--- config.mk ---
export PLATFORM = sky130hd
export DESIGN_NAME = fetch_unit_flat
export DESIGN_NICKNAME = d
export VERILOG_FILES = /design/src/rtl/fetch_if.sv /design/src/rtl/fetch_unit.sv /design/src/flat_wrapper.sv
export SDC_FILE = /design/constraint.sdc
export NUM_CORES = 1
export LEC_CHECK = 0
export ABC_CLOCK_PERIOD_IN_PS = 4300
export CORE_ASPECT_RATIO = 1.4
export CORE_MARGIN = 2
export CORE_UTILIZATION = 31
export CTS_CLUSTER_SIZE = 40
export DETAILED_ROUTE_END_ITERATION = 8
export GPL_ROUTABILITY_DRIVEN = 1
export PLACE_DENSITY = 0.65
export SETUP_SLACK_MARGIN = 0.5
export SKIP_LAST_GASP = 1
export SLEW_MARGIN = 20
export SYNTH_ARGS = -nofsm -noshare
export SYNTH_HDL_FRONTEND = slang
export SYNTH_SLANG_ARGS = --single-unit
--- constraint.sdc ---
create_clock -name clk -period 4.3 [get_ports clk]
set_input_delay 0.645 -clock clk [delete_from_list [all_inputs] [get_ports clk]]
set_output_delay 0.645 -clock clk [all_outputs]
set_load 0.03 [all_outputs]
--- src/rtl/fetch_if.sv ---
// Handshake and memory-side bundle between the fetch stage, the control unit
// and the instruction memory.
interface fetch_if #(
    parameter int WIDTH = 32,
    parameter int DEPTH = 16
);
  logic             fetch_req;
  logic             instr_ack;
  logic             pc_load;
  logic [DEPTH-1:0] pc_target;
  logic [WIDTH-1:0] mem_data;
  logic [DEPTH-1:0] mem_addr;
  logic             mem_rd;
  logic [WIDTH-1:0] ir;
  logic [DEPTH-1:0] ir_pc;
  logic [DEPTH-1:0] pc;
  logic             instr_valid;
  logic             busy;
  logic             fault;
  logic [31:0]      fetch_cnt;

  // Environment side: control unit plus instruction memory.
  modport master (
    output fetch_req, instr_ack, pc_load, pc_target, mem_data,
    input  mem_addr, mem_rd, ir, ir_pc, pc, instr_valid, busy, fault, fetch_cnt
  );

  modport slave (
    input  fetch_req, instr_ack, pc_load, pc_target, mem_data,
    output mem_addr, mem_rd, ir, ir_pc, pc, instr_valid, busy, fault, fetch_cnt
  );
endinterface

--- src/rtl/fetch_unit.sv ---
// Instruction-fetch stage: owns the PC, reads one word per FETCH cycle into the
// IR and hands it to the control unit with a valid/ack handshake.
module fetch_unit #(
    parameter int               WIDTH    = 32,
    parameter int               DEPTH    = 16,
    parameter logic [DEPTH-1:0] RESET_PC = '0
) (
  input logic     clk,
  input logic     rst,
  fetch_if.slave  bus
);

  typedef enum logic [1:0] {IDLE = 2'd0, FETCH = 2'd1, HOLD = 2'd2, FAULT = 2'd3} state_t;

  localparam logic [DEPTH-1:0] PC_STEP = DEPTH'(4);

  state_t           state_r, state_s;
  logic [DEPTH-1:0] pc_r, pc_s;
  logic [WIDTH-1:0] ir_r;
  logic [DEPTH-1:0] ir_pc_r;
  logic [31:0]      fetch_cnt_r;
  logic             capture_s;
  logic [DEPTH-1:0] next_fetch_pc_s;

  // Next-state and PC selection.
  always_comb begin
    state_s         = state_r;
    pc_s            = pc_r;
    capture_s       = 1'b0;
    // A same-cycle redirect decides where the back-to-back fetch from HOLD goes.
    if (bus.pc_load) begin
      next_fetch_pc_s = bus.pc_target;
    end else begin
      next_fetch_pc_s = pc_r;
    end
    case (state_r)
      IDLE: begin
        if (bus.pc_load) begin
          pc_s = bus.pc_target;
        end else if (bus.fetch_req) begin
          state_s = (pc_r[1:0] == 2'b00) ? FETCH : FAULT;
        end else begin
          state_s = IDLE;
        end
      end
      FETCH: begin
        if (bus.pc_load) begin
          pc_s    = bus.pc_target;
          state_s = IDLE;
        end else begin
          capture_s = 1'b1;
          pc_s      = pc_r + PC_STEP;
          state_s   = HOLD;
        end
      end
      HOLD: begin
        pc_s = next_fetch_pc_s;
        if (bus.instr_ack && bus.fetch_req) begin
          state_s = (next_fetch_pc_s[1:0] == 2'b00) ? FETCH : FAULT;
        end else if (bus.instr_ack) begin
          state_s = IDLE;
        end else begin
          state_s = HOLD;
        end
      end
      FAULT: begin
        if (bus.pc_load) begin
          pc_s    = bus.pc_target;
          state_s = IDLE;
        end else begin
          state_s = FAULT;
        end
      end
      default: begin
        state_s = IDLE;
      end
    endcase
  end

  // State, PC, IR and fetch counter registers.
  always_ff @(posedge clk or posedge rst) begin
    if (rst) begin
      state_r     <= IDLE;
      pc_r        <= RESET_PC;
      ir_r        <= {WIDTH{1'b0}};
      ir_pc_r     <= {DEPTH{1'b0}};
      fetch_cnt_r <= 32'd0;
    end else begin
      state_r <= state_s;
      pc_r    <= pc_s;
      // mem_data is only looked at here, so a floating bus never reaches the IR.
      if (capture_s) begin
        ir_r        <= bus.mem_data;
        ir_pc_r     <= pc_r;
        fetch_cnt_r <= fetch_cnt_r + 32'd1;
      end else begin
        ir_r        <= ir_r;
        ir_pc_r     <= ir_pc_r;
        fetch_cnt_r <= fetch_cnt_r;
      end
    end
  end

  assign bus.mem_addr    = pc_r;
  assign bus.pc          = pc_r;
  assign bus.ir          = ir_r;
  assign bus.ir_pc       = ir_pc_r;
  assign bus.fetch_cnt   = fetch_cnt_r;
  assign bus.mem_rd      = (state_r == FETCH);
  assign bus.busy        = (state_r == FETCH);
  assign bus.instr_valid = (state_r == HOLD);
  assign bus.fault       = (state_r == FAULT);

endmodule
--- src/flat_wrapper.sv ---
// flat-port wrapper written by rule: the top's interface ports become plain ports
module fetch_unit_flat 
#(
    parameter int               WIDTH    = 32,
    parameter int               DEPTH    = 16,
    parameter logic [DEPTH-1:0] RESET_PC = '0
)
  (clk, rst, bus_fetch_req, bus_instr_ack, bus_pc_load, bus_pc_target, bus_mem_data, bus_mem_addr, bus_mem_rd, bus_ir, bus_ir_pc, bus_pc, bus_instr_valid, bus_busy, bus_fault, bus_fetch_cnt);
  fetch_if #(.WIDTH(WIDTH), .DEPTH(DEPTH)) bus_i ();
  input logic clk;
  input logic rst;
  input wire logic [$bits(bus_i.fetch_req)-1:0] bus_fetch_req;
  input wire logic [$bits(bus_i.instr_ack)-1:0] bus_instr_ack;
  input wire logic [$bits(bus_i.pc_load)-1:0] bus_pc_load;
  input wire logic [$bits(bus_i.pc_target)-1:0] bus_pc_target;
  input wire logic [$bits(bus_i.mem_data)-1:0] bus_mem_data;
  output wire logic [$bits(bus_i.mem_addr)-1:0] bus_mem_addr;
  output wire logic [$bits(bus_i.mem_rd)-1:0] bus_mem_rd;
  output wire logic [$bits(bus_i.ir)-1:0] bus_ir;
  output wire logic [$bits(bus_i.ir_pc)-1:0] bus_ir_pc;
  output wire logic [$bits(bus_i.pc)-1:0] bus_pc;
  output wire logic [$bits(bus_i.instr_valid)-1:0] bus_instr_valid;
  output wire logic [$bits(bus_i.busy)-1:0] bus_busy;
  output wire logic [$bits(bus_i.fault)-1:0] bus_fault;
  output wire logic [$bits(bus_i.fetch_cnt)-1:0] bus_fetch_cnt;
  assign bus_i.fetch_req = bus_fetch_req;
  assign bus_i.instr_ack = bus_instr_ack;
  assign bus_i.pc_load = bus_pc_load;
  assign bus_i.pc_target = bus_pc_target;
  assign bus_i.mem_data = bus_mem_data;
  assign bus_mem_addr = bus_i.mem_addr;
  assign bus_mem_rd = bus_i.mem_rd;
  assign bus_ir = bus_i.ir;
  assign bus_ir_pc = bus_i.ir_pc;
  assign bus_pc = bus_i.pc;
  assign bus_instr_valid = bus_i.instr_valid;
  assign bus_busy = bus_i.busy;
  assign bus_fault = bus_i.fault;
  assign bus_fetch_cnt = bus_i.fetch_cnt;
  fetch_unit #(.WIDTH(WIDTH), .DEPTH(DEPTH), .RESET_PC(RESET_PC)) u_core (.clk(clk), .rst(rst), .bus(bus_i));
endmodule
Run 1, cell density map:
11 x 15 tiles, from black (low) to pale yellow (high), 0 to 100% covered.
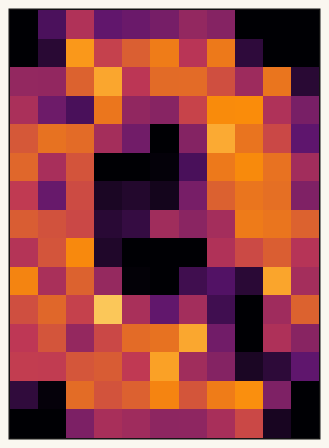
4.8% of the tiles are over 75% full. The emptiest ninth of the die: center. 14% of the tiles are nearly empty. The mean over all tiles is 41%.
Final Core Density: 46.7%
Core ar.: 14000 sq um
FP Util: 31.8%

Run 1, metal 3:
Bar = 20 microns.
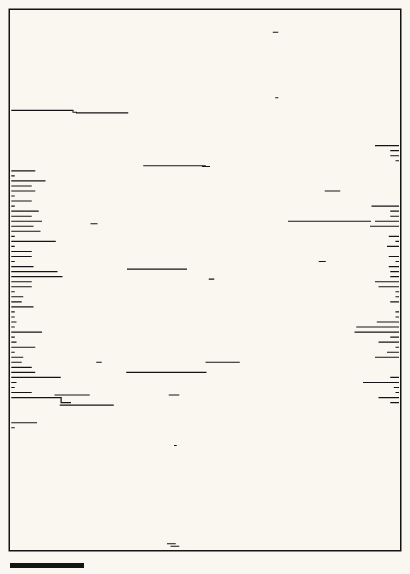
The wires run mostly horizontal. The longest straight run is 22.1 microns.
DR vias: 3243
met3 GRT Util: 3.05%

==> out/qor.txt, run 1 <==
Yosys chip area: 4450 sq um
Tmin final: 2.76 ns
Seq. cell area: 2450 sq um
worst hold path class: reg -> reg
drt pass-1 iters: 4
crit-path leading delay family: buffers and inverters
NumNets Final: 564
Log Warnings: 26
max-cap violation count: 0
cts hold-fix bufs: 0
synthesized net count: 412
highest routed layer: met4
Crit-path slowest cell: clkdlybuf4s50_1
cell type with the largest total area: dfrtp_1
Placed Area: 6200 sq um
critical path depth: 2
R2R depth: 4
top cells by area: dfrtp_1, mux2_1, xnor2_1
Synth Register Bits: 98
Critical Path Sink: bus_busy
reg2reg start: u_core.state_r[0]
setup TNS: 0 ns
area grow syn2layout: 46.8%
CTS tree: yes
Netlist Area Pre-Place: 4450 sq um
Critical Path AT: 2.12 ns
Worst Path Required: 3.65 ns
Site Rows: 51
status: finished, final reports clean
Clock Tree Buf Depth: 2
Finished Cell Area: 6530 sq um
Placed Cells: 683
FMAX: 0.362 GHz
Final Max Slew Viols: 0
final hold vios: 0
grt total ovfl: 0
Vias/cell: 4.64
Slew @ Worst Pin: 0.778 ns
final worst slack: 1.54 ns
Synth cell types: 41
first-pass GRT wire length: 17.8 mm
FILL cells: 1257
CP Buf/Inv Count: 1
Run 1, gate families picked out:
Bar = 20 microns.
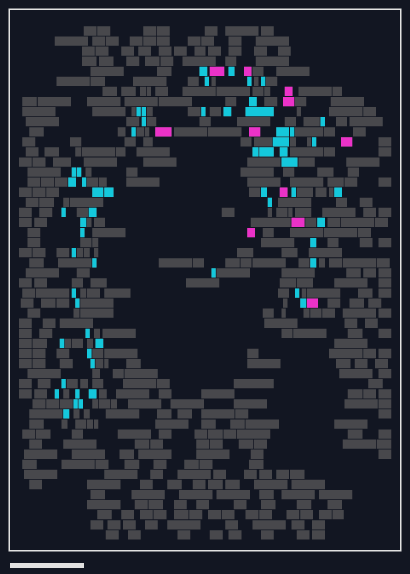
Cyan marks nand cells, cells 58, most used nand2_1. Magenta marks and/or cells, cells 11, most used and4_1.

Run 1, cell placement:
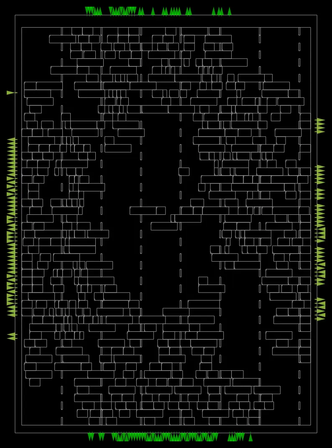
non-filler cells, final: 699
TAP cells: 185

==> run 1: final cells by class <==
cell class | count | area share (%)
Multi-Input combinational cell | 220 | 26.9
Sequential cell | 98 | 37.5
Clock inverter | 6 | 1.44
Tap cell | 185 | 3.54
Inverter | 9 | 0.594
Timing Repair Buffer | 171 | 26.3
Clock buffer | 10 | 3.66
==> run 1: sequential cells by signal, summed over array words and instances, names as in the netlist <==
register	count
u_core.bus.fetch_cnt	32
u_core.bus.ir	32
u_core.bus.ir_pc	16
u_core.bus.mem_addr	16
u_core.state_r	2
==> run 1: cell usage in the layout, fill, tap and decap left out, types with 4 or more instances in the layout <==
master           instances
mux2_2                  13
nand4_1                  8
nand3_1                  8
nand2_1                 33
clkbuf_16                9
clkdlybuf4s50_1        168
nor3_1                   8
dfrtp_1                 98
o21ai_0                 12
mux2_1                  38
o21ai_1                  4
nor4_1                   4
nor4_2                   9
inv_6                    4
xor2_1                  17
nor2_1                   9
and4_1                   4
inv_1                    8
xnor2_1                 27
==> run 1: cell families after synthesis <==
logic type,Yosys count,share of synthesized area (%)
and+or+nand+nor,104,14.9
AOI/OAI and AO/OA,18,2.14
adders and majority gates,2,0.562
muxes,52,13.1
xor gates and xnor gates,44,8.66
DFF,98,55.1
buffers and inverters,39,5.48
==> run 1: synthesized netlist by cell type (all sizes together), types with 6 or more instances <==
cell    n
inv     9
nor2    9
nand2  35
buf    27
o21ai  16
nor4   14
nand3   9
xnor2  27
and4    6
nand4  11
mux2   51
nor3    8
dfrtp  98
xor2   17
==> run 1: power breakdown <==
part           total (uW)  leakage, uW  internal, uW  switching (uW)
Sequential           1360      0.00122          1180             174
Combinational        1610      0.00136           720             892
Clock                 897     0.000160           533             364
Total                3870      0.00273          2440            1430
==> run 2: changes to the inputs <==
ABC_CLOCK_PERIOD_IN_PS = 2750   (was 4300)
clock period = 2.75 ns   (was 4.3 ns; I/O delays follow)
Run 2, metal 3:
Bar = 20 microns.
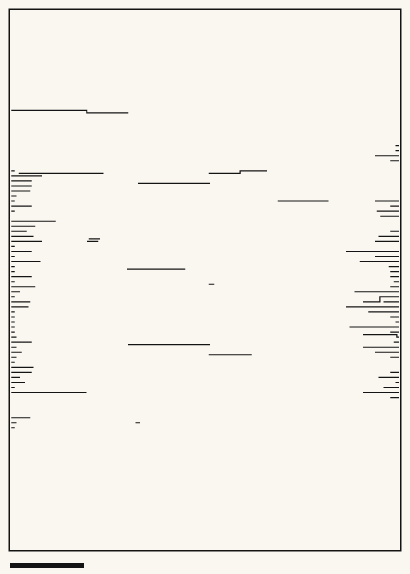
The layer carries 526 microns of wire. The longest straight run is 22.5 microns.

==> run 2 against run 1 <==
Via count is 0.15% higher. Die area stayed put. Register-to-register slack worse by 1.1 ns. Global-route usage is 0.22 points higher. Core utilization is 0.090 points lower. Flip-flop count stayed put. Sequential share of layout area is 0.072 points higher. Non-clock buffer count is 2 higher. Clock power is 39% higher. Count of clock-buffer cells in the layout stayed put. Area after synthesis stayed put. Routed wire length is 1.6% higher. Critical endpoint is now bus_fault. Largest cell class unchanged.
==> out/qor.txt, run 2 <==
status: finished, final reports clean
switching part of the total power: 37.3% (+0.33 points)
sequential cell power: 2130 uW (+57%)
CP Buf/Inv Count: 2 (+1)
combinational group power: 2530 uW (+57%)
Clk pwr share: 21.2% (-2.0 points)
Worst Path Required: 2.34 ns (-1.31 ns)
Log Warnings: 26 (unchanged)
max-cap violation count: 0 (unchanged)
top cells by area: dfrtp_1, mux2_1, xnor2_1
first-pass GRT wire length: 17.9 mm (+0.54%)
drt pass-1 iters: 4 (unchanged)
Placed Cells: 685 (+0.29%)
CTS tree: yes
worst hold path class: reg -> reg
Comb pwr share: 42.8% (+1.1 points)
non-filler cells, final: 700 (+0.14%)
FP Util: 31.8% (unchanged)
grt total ovfl: 0 (unchanged)
Critical Path AT: 1.66 ns (-0.46 ns)
FMAX: 0.483 GHz
synth cell count leaders: dfrtp_1, mux2_1, nand2_1
most frequent cells in the layout: clkdlybuf4s50_1, dfrtp_1, mux2_1, nand2_1, xnor2_1
cell type with the largest total area: dfrtp_1
Vias/cell: 4.64 (about the same)
Synth cell types: 41 (unchanged)
Reg power frac: 36.0% (+0.9 points)
Crit-path slowest cell: clkdlybuf4s50_1
FILL cells: 1269 (+0.95%)
Netlist Area Pre-Place: 4450 sq um (unchanged)
NetSw: 2210 uW (+54%)
area grow syn2layout: 46.5%
final worst slack: 0.678 ns (-0.857 ns)
Tmin final: 2.07 ns
clock group power: 1250 uW (+39%)
most numerous logic cell after layout: clkdlybuf4s50_1
Final Max Slew Viols: 0 (unchanged)
highest routed layer: met4
cell-internal power: 3700 uW (+52%)
[run 2: cell counts after synthesis]
No cell type changed its count.
[run 2: final cells by class]
type	instances	area share (%)
Clock inverter	5	0.844
Sequential cell	98	37.6
Inverter	9	0.576
Clock buffer	10	3.67
Timing Repair Buffer	173	26.8
Tap cell	185	3.55
Multi-Input combinational cell	220	27.0
[run 2: stage by stage]
step / util (%) / area, sq um / hold WS [ns]
after floorplan: - / 4450 / 0.533
after global placement: 44.6 / 6230 / 0.466
after detailed placement: 44.6 / 6230 / 0.466
after CTS: 46.6 / 6520 / 0.480
after global routing: 46.7 / 6520 / 0.498
final: 46.7 / 6520 / 0.481
[run 2: path summary, 6_finish.rpt]
| path | start | end | cells after the start |
|---|---|---|---|
| max in group asynchronous | rst | u_core.state_r[0] | 3 |
| setup / recovery | u_core.state_r[1] | bus_fault | 3 |
| min in group asynchronous | rst | u_core.bus.ir_pc[15] | 3 |
| setup reg to reg | u_core.state_r[0] | u_core.bus.ir[7] | 5 |
| hold / removal | u_core.bus.fetch_cnt[31] | u_core.bus.fetch_cnt[31] | 1 |
| hold reg to reg | u_core.bus.fetch_cnt[31] | u_core.bus.fetch_cnt[31] | 1 |
[run 2: logic make-up (layout without fill, tap and decap cells)]
family | after synthesis | after routing | synth area share, %
and+or+nand+nor | 104 | 104 | 14.9
DFF | 98 | 98 | 55.1
muxes | 52 | 52 | 13.1
xor gates and xnor gates | 44 | 44 | 8.66
buffers and inverters | 39 | 197 | 5.48
AOI/OAI and AO/OA | 18 | 18 | 2.14
adders and majority gates | 2 | 2 | 0.562
[run 2: repair_timing]
| action | 4_1_cts | 5_1_grt |
|---|---|---|
| resized | 2 | 1 |
| hold buffers | 0 | 0 |
| endpoints found under the setup margin | 2 | 1 |
Power and IR drop assume default switching activity.
